===== src/rtl/divider_16.sv =====
// Sequential signed Q2.13 divider: restoring radix-2, one quotient bit per clock,
// fixed 17-cycle issue interval, saturating on overflow and divide-by-zero.
module divider_16 #(
    parameter int DATA_W = 16,
    parameter int FRAC_W = 13
) (
    input  logic              I_CLK,
    input  logic              I_RST,
    input  logic              I_VLD,
    input  logic [DATA_W-1:0] I_DIVIDEND,
    input  logic [DATA_W-1:0] I_DIVISOR,
    output logic              O_VLD,
    output logic              O_DIV_BUSY,
    output logic [DATA_W-1:0] O_QUOTIENT,
    output logic              O_OVF,
    output logic              O_DIV_ZERO
);
    localparam int MAG_W = DATA_W - 1;
    localparam int INT_W = MAG_W - FRAC_W;
    localparam logic [3:0] LAST = 4'(MAG_W - 1);

    typedef enum logic [1:0] {S_IDLE, S_CALC, S_DONE} state_t;

    state_t state_q, state_d;
    logic [3:0]        cnt_q, cnt_d;
    logic [MAG_W-1:0]  b_mag_q, b_mag_d;
    logic [MAG_W-1:0]  rem_q, rem_d;
    logic [MAG_W-1:0]  num_q, num_d;
    logic [MAG_W-1:0]  quo_q, quo_d;
    logic              sign_q, sign_d, zero_q, zero_d, ovf_q, ovf_d;
    logic              a_zero_q, a_zero_d, a_neg_q, a_neg_d;
    logic              vld_q, vld_d, busy_q, busy_d;
    logic [DATA_W-1:0] quot_q, quot_d;
    logic              ovf_o_q, ovf_o_d, dz_q, dz_d;

    logic [MAG_W-1:0]  a_mag_in, b_mag_in;
    logic [MAG_W:0]    trial, diff;
    logic              fit;

    // 0x8000 has no positive counterpart and maps to magnitude 0.
    function automatic logic [MAG_W-1:0] mag(input logic [DATA_W-1:0] v);
        logic [DATA_W-1:0] n;
        n = -v;
        return v[DATA_W-1] ? n[MAG_W-1:0] : v[MAG_W-1:0];
    endfunction

    function automatic logic [DATA_W+1:0] select_result(
        input logic sign, input logic zero, input logic ovf,
        input logic a_neg, input logic a_zero, input logic [MAG_W-1:0] q);
        logic [DATA_W-1:0] pos_sat, neg_sat, neg_q;
        pos_sat = {1'b0, {MAG_W{1'b1}}};
        neg_sat = {1'b1, {(MAG_W-1){1'b0}}, 1'b1};
        neg_q   = -{1'b0, q};
        if (zero)
            return {(a_neg && !a_zero) ? neg_sat : pos_sat, 1'b0, 1'b1};
        else if (ovf)
            return {sign ? neg_sat : pos_sat, 1'b1, 1'b0};
        else if (q == '0)
            return {{DATA_W{1'b0}}, 1'b0, 1'b0};
        else
            return {sign ? neg_q : {1'b0, q}, 1'b0, 1'b0};
    endfunction

    always_comb begin
        a_mag_in = mag(I_DIVIDEND);
        b_mag_in = mag(I_DIVISOR);
        trial    = {rem_q, num_q[MAG_W-1]};
        diff     = trial - {1'b0, b_mag_q};
        fit      = (trial >= {1'b0, b_mag_q});

        state_d  = state_q;
        cnt_d    = cnt_q;
        b_mag_d  = b_mag_q;
        rem_d    = rem_q;
        num_d    = num_q;
        quo_d    = quo_q;
        sign_d   = sign_q;
        zero_d   = zero_q;
        ovf_d    = ovf_q;
        a_zero_d = a_zero_q;
        a_neg_d  = a_neg_q;
        vld_d    = 1'b0;
        busy_d   = busy_q;
        quot_d   = quot_q;
        ovf_o_d  = ovf_o_q;
        dz_d     = dz_q;

        case (state_q)
            S_IDLE: begin
                if (I_VLD) begin
                    // Numerator is |a|<<FRAC_W; its top bits seed the remainder, the rest shift in.
                    rem_d    = a_mag_in >> INT_W;
                    num_d    = {a_mag_in[INT_W-1:0], {FRAC_W{1'b0}}};
                    b_mag_d  = b_mag_in;
                    quo_d    = '0;
                    sign_d   = I_DIVIDEND[DATA_W-1] ^ I_DIVISOR[DATA_W-1];
                    zero_d   = (b_mag_in == '0);
                    ovf_d    = ({{INT_W{1'b0}}, a_mag_in} >= {b_mag_in, {INT_W{1'b0}}});
                    a_zero_d = (a_mag_in == '0);
                    a_neg_d  = I_DIVIDEND[DATA_W-1];
                    cnt_d    = '0;
                    busy_d   = 1'b1;
                    state_d  = S_CALC;
                end
            end
            S_CALC: begin
                rem_d = fit ? diff[MAG_W-1:0] : trial[MAG_W-1:0];
                quo_d = {quo_q[MAG_W-2:0], fit};
                num_d = num_q << 1;
                if (cnt_q == LAST)
                    state_d = S_DONE;
                else
                    cnt_d = cnt_q + 4'd1;
            end
            S_DONE: begin
                {quot_d, ovf_o_d, dz_d} = select_result(sign_q, zero_q, ovf_q,
                                                        a_neg_q, a_zero_q, quo_q);
                vld_d   = 1'b1;
                busy_d  = 1'b0;
                state_d = S_IDLE;
            end
            default: state_d = S_IDLE;
        endcase
    end

    always_ff @(posedge I_CLK) begin
        if (I_RST) begin
            state_q  <= S_IDLE;
            cnt_q    <= '0;
            b_mag_q  <= '0;
            rem_q    <= '0;
            num_q    <= '0;
            quo_q    <= '0;
            sign_q   <= 1'b0;
            zero_q   <= 1'b0;
            ovf_q    <= 1'b0;
            a_zero_q <= 1'b0;
            a_neg_q  <= 1'b0;
            vld_q    <= 1'b0;
            busy_q   <= 1'b0;
            quot_q   <= '0;
            ovf_o_q  <= 1'b0;
            dz_q     <= 1'b0;
        end else begin
            state_q  <= state_d;
            cnt_q    <= cnt_d;
            b_mag_q  <= b_mag_d;
            rem_q    <= rem_d;
            num_q    <= num_d;
            quo_q    <= quo_d;
            sign_q   <= sign_d;
            zero_q   <= zero_d;
            ovf_q    <= ovf_d;
            a_zero_q <= a_zero_d;
            a_neg_q  <= a_neg_d;
            vld_q    <= vld_d;
            busy_q   <= busy_d;
            quot_q   <= quot_d;
            ovf_o_q  <= ovf_o_d;
            dz_q     <= dz_d;
        end
    end

    assign O_VLD      = vld_q;
    assign O_DIV_BUSY = busy_q;
    assign O_QUOTIENT = quot_q;
    assign O_OVF      = ovf_o_q;
    assign O_DIV_ZERO = dz_q;
endmodule


===== config.mk =====
export PLATFORM = sky130hd
export DESIGN_NAME = divider_16
export DESIGN_NICKNAME = d
export VERILOG_FILES = /design/src/rtl/divider_16.sv
export SDC_FILE = /design/constraint.sdc
export NUM_CORES = 1
export LEC_CHECK = 0
export ABC_CLOCK_PERIOD_IN_PS = 6500
export CORE_MARGIN = 2
export CORE_UTILIZATION = 45
export DETAILED_ROUTE_END_ITERATION = 8
export HOLD_SLACK_MARGIN = 0.1
export MAX_ROUTING_LAYER = met4
export PLACE_DENSITY = 0.76
export SLEW_MARGIN = 20
export SYNTH_ARGS = -nofsm -noshare
export SYNTH_HDL_FRONTEND = slang
export SYNTH_SLANG_ARGS = --single-unit
export TNS_END_PERCENT = 100

===== constraint.sdc =====
create_clock -name I_CLK -period 6.5 [get_ports I_CLK]
set_input_delay 1.95 -clock I_CLK [delete_from_list [all_inputs] [get_ports I_CLK]]
set_output_delay 1.95 -clock I_CLK [all_outputs]
set_load 0.1 [all_outputs]

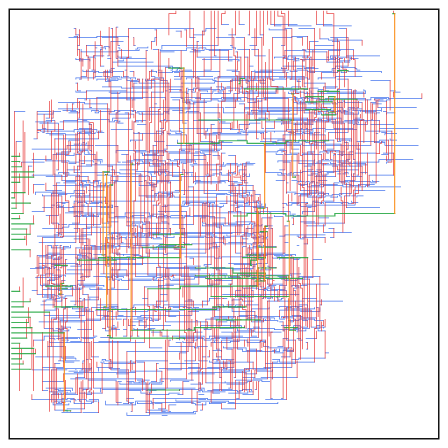
layers.png
[M1] blue | wire length: 6340 um
[M3] green | wire length: 668 um
[M2] red | wire length: 6630 um
[M4] orange | wire length: 362 um
total track usage: 0.227
wire per inst: 16.9 um
DR vias: 4953

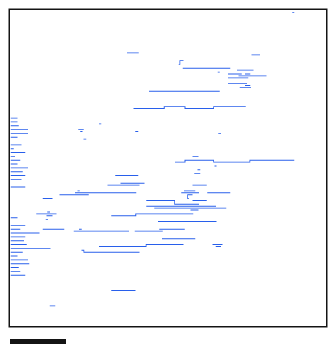
m3.png
Bar = 20 um.
longest straight run: 25.3 um
main direction: horizontal
wire length on this layer: 668 um
GR Layer Usage met3: 0.0297
final wirelength: 14000 um

==> run summary <==
impl run done, here's what came out: status=completed, CTS Buffer Depth=2, yosys cell count=around 650, Net Count, Synth=between 700 and 800, Setup Buffers After CTS=0, die x size=between 100 and 150 um, Layout Nets=between 700 and 800, critical-path cell list=clkdlybuf4s50_1 > inv_1 > ha_1 > inv_1 > or3_1 > nand2_1 > xor2_1 > ha_1 > a21o_1 > a21o_1 > a21oi_1 > o21a_1 > o211ai_1 > a21oi_1 > o21ai_0, Crit. End Element=register, share of the clock period used by the worst path=0.715, PwrDens=254 nW/um^2, fp util=0.461, Main synth FF type=dfxtp_1, final worst slack=between 1.5 and 2 ns, Yosys warning count=0, Mapped Area=5260 um^2, Placement Setup Slack=between 1.5 and 2 ns, slowest stage delay, CP=approximately 0.51 ns, DP HPWL=~10000 um, Syn Area/Cell=around 8.1 um^2, CTS H-tree depth=3, reg2reg start=num_q[14], Max Cap Violations=0, HP Start=O_OVF, post-cts resize count=0, RSZ-0062 raised after global routing=no, metal3 WL=roughly 670 um, CP max-delay cell=clkdlybuf4s50_1, grt total ovfl=0, library cells used by synthesis=72, Hold-fix buffers, CTS=0, clk root buf=clkbuf_16, Switching Fraction=0.359, Reg power frac=0.347, Hold Violations, Final=0, AO/OA Area Share=0.282, most used routing layer=met2, Initial DRT Pass Iterations=6, CTS tree=built, top cell type by total area after synthesis=dfxtp_1, Syn Inst Count=652, hold path depth=2, Crit path max-delay family=AND-OR/OR-AND gates, die y size=~110 um, vias in the first global route=4642, R2R Setup Slk=about 3.3 ns, initial antenna violation count=0, critical path arrival=around 4.9 ns, simple share=0.184, placeable core region=11400 um^2, top sig layer=met4, worst path bufs/invs=3, Comb pwr share=0.340, Psw=559 uW, clock period minus worst slack=4.65 ns, Setup TNS Final=0 ns, Synth Area in Adders=0.0847, required time worst endpoint=6.73 ns, GR Layer Usage met1=0.295, Layout area overhead=16.5%, FF-to-FF End=rem_q[0], hold endpoint=O_OVF, Cell area leaders=dfxtp_1, ha_1, o21ai_0, most frequent cells in the layout=dfxtp_1, nor2_1, clkdlybuf4s50_1, Pint=996 uW, Yosys Chip Area=about 5300 um^2, Main logic family=AND-OR/OR-AND gates
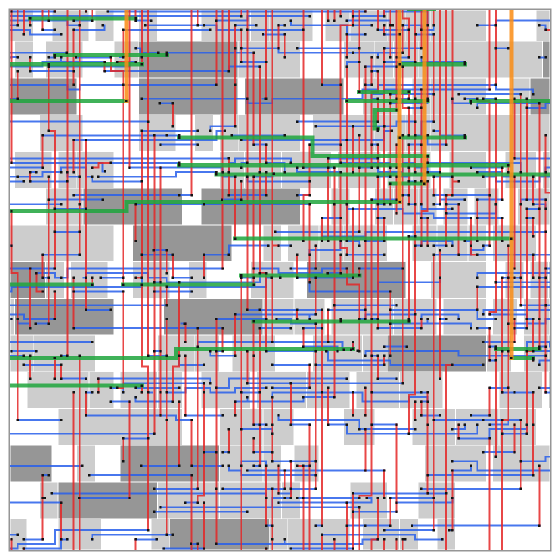
closeup.png
Region (36, 14) to (76, 54) um. Cells in grey, sequential cells in the stronger grey; small squares are vias.
[M4] orange
[M3] green
[M2] red
[M1] blue
sequential cells in the window: 14
cells with their middle in the window: 136
most frequent: dfxtp_1 (14), inv_1 (11)
netlist names of flops here include: rem_q (8), b_mag_q (5)

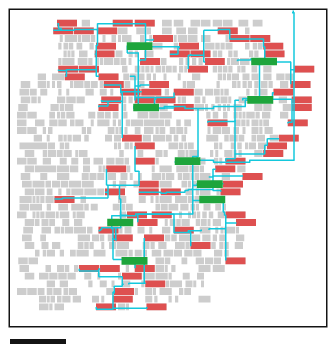
clock_wires.png
Bar = 20 um.
[clock wires] cyan | length: 954 um
[clock-net drivers] green | count: 9
[flip-flops] red | count: 78
routed clock nets: 10
Clk. pwr: 486 uW
Late-Pin Clk Latency: 0.34 ns
Clock Skew: 0.00698 ns
clock power share: 0.313

[how the worst max path moves through the flow]
stage	startpoint	end	slack (ns)	cells past startpoint
detailed placement	I_DIVISOR[0]	ovf_q	1.52	15
finish	I_DIVISOR[0]	ovf_q	1.85	15
CTS	I_DIVISOR[0]	ovf_q	1.89	15
global placement	I_DIVISOR[0]	ovf_q	1.65	15
floorplan	I_DIVISOR[0]	ovf_q	2.33	15
global route	I_DIVISOR[0]	ovf_q	1.65	15
[sequential cells by signal, indices dropped and copies added (netlist names), 2 cells and up]
signal      cells
O_QUOTIENT     16
b_mag_q        15
quo_q          15
rem_q          15
cnt_q           4
num_q           2
state_q         2
[through the flow]
stage | std cells | utilization | cell area [um^2] | hold WS [ns] | power, mW
2_1_floorplan | 652 | - | 5260 | 0.426 | 0.939
3_3_place_gp | 814 | 0.511 | 5840 | 0.444 | 1.05
3_5_place_dp | 814 | 0.511 | 5840 | 0.453 | 1.06
4_1_cts | 830 | 0.537 | 6130 | 0.463 | 1.55
5_1_grt | 830 | 0.537 | 6130 | 0.472 | 1.64
6_report | 830 | 0.537 | 6130 | 0.457 | 1.55
[power by group through the flow]
| stage | registers (mW) | logic, mW | clock network [mW] |
|---|---|---|---|
| after global placement | 0.548 | 0.503 | 0 |
| after detailed placement | 0.549 | 0.513 | 0 |
| final | 0.539 | 0.529 | 0.486 |
| after global routing | 0.543 | 0.585 | 0.513 |
| after floorplan | 0.538 | 0.402 | 0 |
| after CTS | 0.539 | 0.521 | 0.493 |
[layout make-up]
cell class | instances | area (um^2)
Clock buffer | 9 | 225
Clock inverter | 7 | 65.1
Fill cell | 1055 | 5290
Inverter | 33 | 124
Multi-Input combinational cell | 502 | 3410
Sequential cell | 78 | 1560
Tap cell | 143 | 179
Timing Repair Buffer | 58 | 566
No activity file was given, so power comes from the tool's default toggle rates.
